<file path="config.mk">
export PLATFORM = sky130hd
export DESIGN_NAME = edge_event_arbiter
export DESIGN_NICKNAME = d
export VERILOG_FILES = /design/src/rtl/edge_event_arbiter.sv
export SDC_FILE = /design/constraint.sdc
export NUM_CORES = 1
export LEC_CHECK = 0
export ABC_AREA = 1
export CAP_MARGIN = 10
export CORE_UTILIZATION = 51
export DETAILED_ROUTE_END_ITERATION = 10
export GPL_ROUTABILITY_DRIVEN = 0
export HOLD_SLACK_MARGIN = 0.03
export PLACE_DENSITY = 0.86
export SYNTH_ARGS = -nofsm -noshare
export SYNTH_HDL_FRONTEND = slang
export SYNTH_SLANG_ARGS = --single-unit
export TNS_END_PERCENT = 20
</file>
<file path="constraint.sdc">
create_clock -name clk -period 1.6 [get_ports clk]
set_input_delay 0.32 -clock clk [delete_from_list [all_inputs] [get_ports clk]]
set_output_delay 0.32 -clock clk [all_outputs]
set_load 0.005 [all_outputs]
</file>
<file path="src/rtl/edge_event_arbiter.sv">
// Purpose : serialise per-channel 1-cycle edge pulses into one round-robin event stream.
// Latency : pulse at T -> slot full at T+1 -> event_valid at T+2 (when idle); max 1 event / 2 cycles.
// Backpr. : event held stable until event_valid && event_ready; pulses into a full slot are dropped
//           and set the sticky overflow bit for that channel.
// Ports   : clk, reset (sync, active-high); posedge_in/negedge_in [NUM_CH] edge pulses;
//           event_valid/event_ready handshake with event_channel/event_rising payload;
//           overflow [NUM_CH] sticky drop flags, overflow_clear clears them.
module edge_event_arbiter #(
  parameter int NUM_CH  = 4,
  parameter int CH_BITS = 2
) (
  input  logic               clk,
  input  logic               reset,
  input  logic [NUM_CH-1:0]  posedge_in,
  input  logic [NUM_CH-1:0]  negedge_in,
  output logic               event_valid,
  input  logic               event_ready,
  output logic [CH_BITS-1:0] event_channel,
  output logic               event_rising,
  output logic [NUM_CH-1:0]  overflow,
  input  logic               overflow_clear
);

  typedef enum logic {IDLE, PRESENT} state_t;

  state_t             state_q, state_d;
  logic [NUM_CH-1:0]  slot_full_q, slot_full_d;
  logic [NUM_CH-1:0]  slot_rise_q, slot_rise_d;
  logic [NUM_CH-1:0]  overflow_q, overflow_d;
  logic [CH_BITS-1:0] ptr_q, ptr_d;
  logic [CH_BITS-1:0] chan_q, chan_d;
  logic               rise_q, rise_d;
  logic               valid_q, valid_d;

  logic               handshake;
  logic [NUM_CH-1:0]  slot_rel;
  logic [NUM_CH-1:0]  ovf_set;
  logic               gnt_found;
  logic [CH_BITS-1:0] gnt_idx;

  // Channel index ptr+k, modulo NUM_CH (NUM_CH need not be a power of two).
  function automatic logic [CH_BITS-1:0] rr_idx(input logic [CH_BITS-1:0] p, input int k);
    return CH_BITS'((int'(p) + k) % NUM_CH);
  endfunction

  assign handshake = valid_q && event_ready;

  always_comb begin
    slot_rel = '0;
    for (int i = 0; i < NUM_CH; i++) begin
      slot_rel[i] = handshake && (chan_q == CH_BITS'(i));
    end
  end

  // Slot capture. A slot being released this cycle may be refilled at once;
  // otherwise a full slot (including the one on display) drops the pulse.
  always_comb begin
    slot_full_d = slot_full_q;
    slot_rise_d = slot_rise_q;
    ovf_set     = '0;
    for (int i = 0; i < NUM_CH; i++) begin
      if (slot_rel[i]) slot_full_d[i] = 1'b0;
      if (posedge_in[i] || negedge_in[i]) begin
        if (slot_full_q[i] && !slot_rel[i]) begin
          ovf_set[i] = 1'b1;
        end else begin
          slot_full_d[i] = 1'b1;
          slot_rise_d[i] = posedge_in[i];
          // Simultaneous edges: keep the rising one, flag the lost falling one.
          if (posedge_in[i] && negedge_in[i]) ovf_set[i] = 1'b1;
        end
      end
    end
  end

  // New overflow wins over a same-cycle clear.
  assign overflow_d = (overflow_clear ? '0 : overflow_q) | ovf_set;

  // Round-robin search starting just after the last granted channel.
  always_comb begin
    gnt_found = 1'b0;
    gnt_idx   = '0;
    for (int k = 1; k <= NUM_CH; k++) begin
      if (!gnt_found && slot_full_q[rr_idx(ptr_q, k)]) begin
        gnt_found = 1'b1;
        gnt_idx   = rr_idx(ptr_q, k);
      end
    end
  end

  always_comb begin
    state_d = state_q;
    valid_d = valid_q;
    chan_d  = chan_q;
    rise_d  = rise_q;
    ptr_d   = ptr_q;
    case (state_q)
      IDLE: begin
        if (gnt_found) begin
          chan_d  = gnt_idx;
          rise_d  = slot_rise_q[gnt_idx];
          valid_d = 1'b1;
          state_d = PRESENT;
        end
      end
      PRESENT: begin
        if (handshake) begin
          ptr_d   = chan_q;
          valid_d = 1'b0;
          state_d = IDLE;
        end
      end
    endcase
  end

  always_ff @(posedge clk) begin
    if (reset) begin
      state_q     <= IDLE;
      slot_full_q <= '0;
      slot_rise_q <= '0;
      overflow_q  <= '0;
      ptr_q       <= CH_BITS'(NUM_CH - 1);
      chan_q      <= '0;
      rise_q      <= 1'b0;
      valid_q     <= 1'b0;
    end else begin
      state_q     <= state_d;
      slot_full_q <= slot_full_d;
      slot_rise_q <= slot_rise_d;
      overflow_q  <= overflow_d;
      ptr_q       <= ptr_d;
      chan_q      <= chan_d;
      rise_q      <= rise_d;
      valid_q     <= valid_d;
    end
  end

  assign event_valid   = valid_q;
  assign event_channel = chan_q;
  assign event_rising  = rise_q;
  assign overflow      = overflow_q;

endmodule

</file>
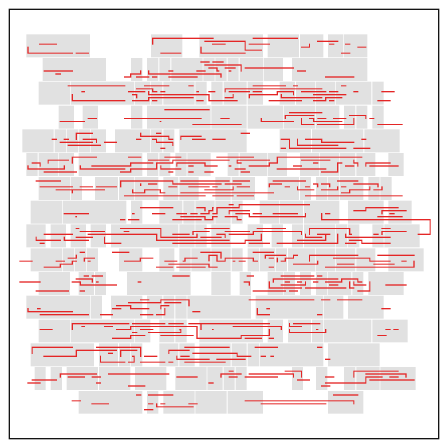
**Above:** run 1 (M1 wires).
The layer holds 39% of the routed length. The longest straight run is 12.4 um. 193 nets have wire on it. The wires run mostly horizontal. The layer carries 1140 um of wire.

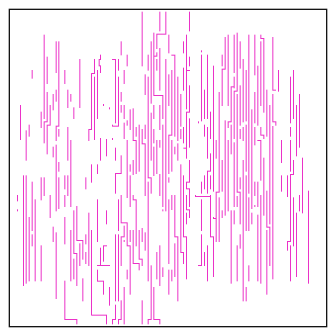
**Above:** run 1 (M2 wires).
The layer holds 55% of the routed length. The longest straight run is 24.5 um. The wires run mostly vertical. The layer carries 1620 um of wire. 189 nets have wire on it.
final routed wirelength across all metal layers: 2.95 mm
routing usage on met2: 47.5%
vias post-DR: 1235

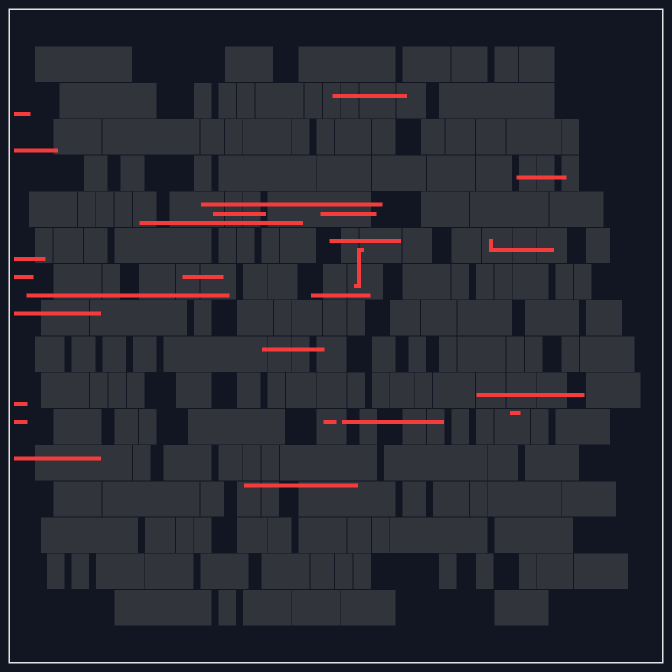
**Above:** run 1 (metal 3).
The longest straight run is 14.9 um. 21 nets have wire on it. The layer holds 4.3% of the routed length. The layer carries 127 um of wire. The wires run mostly horizontal.

==> out/results.ini, run 1 <==
[run_status]
run_status=finished with violations
violated_checks=setup timing

[die]
die_x_um=49.0
number_of_tapcells=27
core-area_mm2=0.00202
fp_util_pct=55.6
core.rowCount=16
die_h_um=49.0

[detailed_routing]
detail_route.vias_per_cell=5.46
routed-wl-met2_mm=1.62
detailedRoute.firstIterationViolations=25
drt-pass1-iter-count=4
post_drt_wl_per_cell_um=13.1

[final_layout]
area.sequential_um2=388
final_common_cell=nand2_1
layout.cell_area.non_filler_mm2=0.00156
areaGrowthSynthToFinish_pct=38.4
most-common-layout-cells=nand2_1, clkdlybuf4s50_1, inv_1, dfxtp_1, nand2_4
dominant_cells=logic gates
area.share.sequential_pct=24.9
final_nets=212
nNonClkInverters=23
nFillCells=150
final_layout_size_suffix_gt1_share_pct=28.1
final_core_utilization_pct=77.0
mi_logic_area_um2=722
nNonClkBuffers=30

[min_path]
timing.hold.worst_endpoint=slot_rise_q[1]$_SDFFE_PP0P_
worstHoldPathType=flop to flop

[sta]
pins_over_slew_limit=0
fin_crit_sh_pct=105
maxSlewHeadroom_pct=80.0
fin_worst_hold_slack_ns=0.486
final_critical_path_setup_slack_ns=-0.0848
final-hold-violation-count=0
totalNegativeSetupSlack_ns=-0.197
setup_viol=4
grt_setup_unrepaired=true

[logic_synthesis]
ff_type=dfxtp_1
synth.top_cell.area_share_pct=33.8
mux_area_share_pct=0
synth-seq-area-share_pct=33.8
number_of_enable_flip_flop_cells=0
number_of_nets_produced_by_synthesis=179
yosys_register_bits=19
yosys-top-cells-count=nand2_1, dfxtp_1, inv_1
yosys.area.top_type=dfxtp_1
synth_area_mm2=0.00112
yosys-stat-area_mm2=0.00112
syn-mean-instance-area_um2=6.74
synth-compound-area-share_pct=19.4
yosys_warnings=0

[pwr]
clock_power_w=0.000235
power.density_cell_area_mw_per_mm2=814
gate_power_share_pct=37.5
pwr.group.sequential_w=0.000557
power_drawn_by_the_combinational_cells_w=0.000475
top_power_group=registers
power_leakage_nw=0.746
seq_power_share_pct=43.9
power_report.internal_total_w=0.000825
proportion_of_power_drawn_by_the_clock_network_pct=18.6
totalPowerFinal_w=0.00127

[worst_setup_path]
worstSetupEndpoint=event_rising$_SDFFE_PP0P_
worst_r2r_endpoint=event_rising$_SDFFE_PP0P_
worst_r2r_startpoint=ptr_q[0]$_SDFFE_PP1P_
worstPathMaxFanout=6
cp_data_required_time_ns=1.80
buffers_and_inverters_on_the_worst_path=4
crit_arrival_ns=1.88
critical_path.startpoint=ptr_q[0]$_SDFFE_PP1P_
timing.critical_path.depth=16
worst_path_largest_cell_delay_ns=0.34
critical_path.startpoint_type=flop
critical_path_cell_by_cell=buf_8 -> clkinv_8 -> nand2_4 -> nand2_4 -> nand2_4 -> nand2_4 -> buf_4 -> inv_2 -> nand3_1 -> nand2_1 -> nand2_2 -> nand2_2 -> nor2_2 -> nand2_1 -> nor2_1 -> nor2_1
setup.worst_path.class=flop to flop
end_kind=flop

[run]
maxCapViolations=0
openroad.warnings=28

[cts]
insertion_delay_ns=0.29
cts.repair.resized=16
clock_buffer_depth=2
clock_sinks=19
clk_slew_on_worst_s_h_paths_ns=0.11
hold_buffers=0
cts.htree.levels=1
tritoncts=yes

[global_route]
met1_capacity_usage_during_global_routing_pct=28.4
globalRoute.totalOverflow=0

[place]
post_place_setup_slack_ns=-0.0656
detailedPlacementHpwl_mm=2.06

**Run 1: routing congestion map**

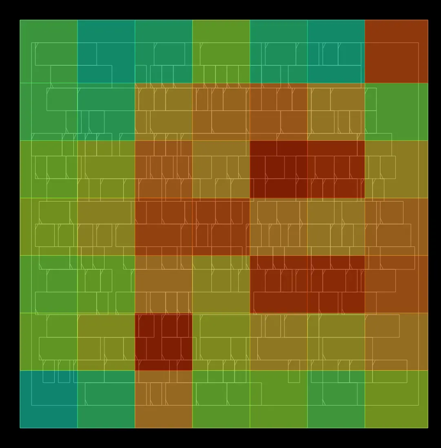

==> run 1 -> run 2 <==
Settings changed: ABC_AREA 1 to 0, CORE_UTILIZATION 51 to 48, PLACE_DENSITY 0.86 to 0.85.
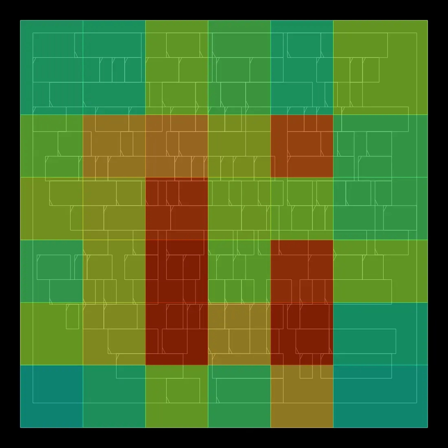
**Above:** run 2 (routing congestion map).
met3 routing resource usage after global routing: 4.00%
All-Layer GR Usage: 23.5%
core utilization of the finished layout: 68.6%

==> run 2 against run 1 <==
The flow now finishes without violations. Via count decreased by 33%. Cell area shrank 24%. Final cell count shrank 31%. Synthesized cell count fell by 38%. Non-clock buffer count down 3. Setup slack better by 0.14 ns. Largest power group unchanged. Highest routed layer unchanged.
==> out/results.ini, run 2 <==
[cts]
clock_sinks=19  ; unchanged
clk_slew_on_worst_s_h_paths_ns=0.11  ; about the same
tritoncts=yes  ; unchanged
cts.htree.levels=1  ; unchanged
hold_buffers=0  ; unchanged
clock_buffer_depth=2  ; unchanged

[worst_setup_path]
critical_path.startpoint=event_channel[1]$_SDFFE_PP0P_  ; was ptr_q[0]$_SDFFE_PP1P_
worst_r2r_endpoint=event_rising$_SDFFE_PP0P_  ; unchanged
buffers_and_inverters_on_the_worst_path=1  ; was 4
cp_data_required_time_ns=1.28  ; was 1.80 ns
worstPathMaxFanout=8  ; was 6
end_kind=output port  ; was flop
worst_path_largest_cell_delay_ns=0.52  ; was 0.34 ns
timing.critical_path.depth=1  ; was 16

[logic_synthesis]
yosys_register_bits=19  ; unchanged
synth-compound-area-share_pct=18.7  ; was 19.4%
ff_type=dfxtp_1  ; unchanged
yosys-top-cells-count=dfxtp_1, nor2_1, nand2_1  ; was nand2_1, dfxtp_1, inv_1
synth-seq-area-share_pct=43.1  ; was 33.8%
mux_area_share_pct=4.53  ; was 0%
synth.top_cell.area_share_pct=43.1  ; was 33.8%
yosys-stat-area_um2=883  ; was 0.00112 mm^2
synth_area_um2=883  ; was 0.00112 mm^2
yosys_warnings=0  ; unchanged
syn-mean-instance-area_um2=8.58  ; was 6.74 um^2

[sta]
final-hold-violation-count=0  ; unchanged
totalNegativeSetupSlack_ns=0  ; was -0.197 ns
final_critical_path_setup_slack_ns=0.0517  ; was -0.0848 ns
fin_crit_sh_pct=96.8  ; was 105%
pins_over_slew_limit=0  ; unchanged
setup_viol=0  ; was 4
maxSlewHeadroom_pct=79.3  ; was 80.0%
fin_worst_hold_slack_ns=0.494  ; was 0.486 ns

[final_layout]
layout.cell_area.non_filler_mm2=0.00118  ; was 0.00156 mm^2
nFillCells=148  ; was 150
final_common_cell=clkdlybuf4s50_1  ; was nand2_1
mi_logic_area_um2=467  ; was 722 um^2
dominant_cells=logic gates  ; unchanged
most-common-layout-cells=clkdlybuf4s50_1, dfxtp_1, nor2_1, nand2_1, buf_4  ; was nand2_1, clkdlybuf4s50_1, inv_1, dfxtp_1, nand2_4
areaGrowthSynthToFinish_pct=34.0  ; was 38.4%

[global_route]
met1_capacity_usage_during_global_routing_pct=31.2  ; was 28.4%
globalRoute.totalOverflow=0  ; unchanged
gr-usage-met2_pct=34.7  ; was 47.5%

[detailed_routing]
detailedRoute.firstIterationViolations=24  ; was 25
post_drt_wl_per_cell_um=13.3  ; was 13.1 um
vias_post_dr=831  ; was 1235
detail_route.vias_per_cell=5.29  ; was 5.46
routed-wl-met2_um=936  ; was 1.62 mm

[place]
detailedPlacementHpwl_mm=1.57  ; was 2.06 mm
post_place_setup_slack_ns=-0.230  ; was -0.0656 ns

[min_path]
timing.hold.worst_endpoint=overflow[2]$_SDFF_PP0_  ; was slot_rise_q[1]$_SDFFE_PP0P_

[run]
openroad.warnings=26  ; was 28
maxCapViolations=0  ; unchanged

[pwr]
power_drawn_by_the_combinational_cells_w=0.000223  ; was 0.000475 W
pwr.group.sequential_w=0.000553  ; was 0.000557 W
seq_power_share_pct=54.0  ; was 43.9%
totalPowerFinal_w=0.00102  ; was 0.00127 W
clock_power_w=0.000247  ; was 0.000235 W
power.density_cell_area_mw_per_mm2=864  ; was 814 mW/mm^2

[run_status]
run_status=finished clean  ; was finished with violations

[die]
core-area_mm2=0.00173  ; was 0.00202 mm^2
fp_util_pct=51.2  ; was 55.6%

No activity file was given, so power comes from the tool's default toggle rates.
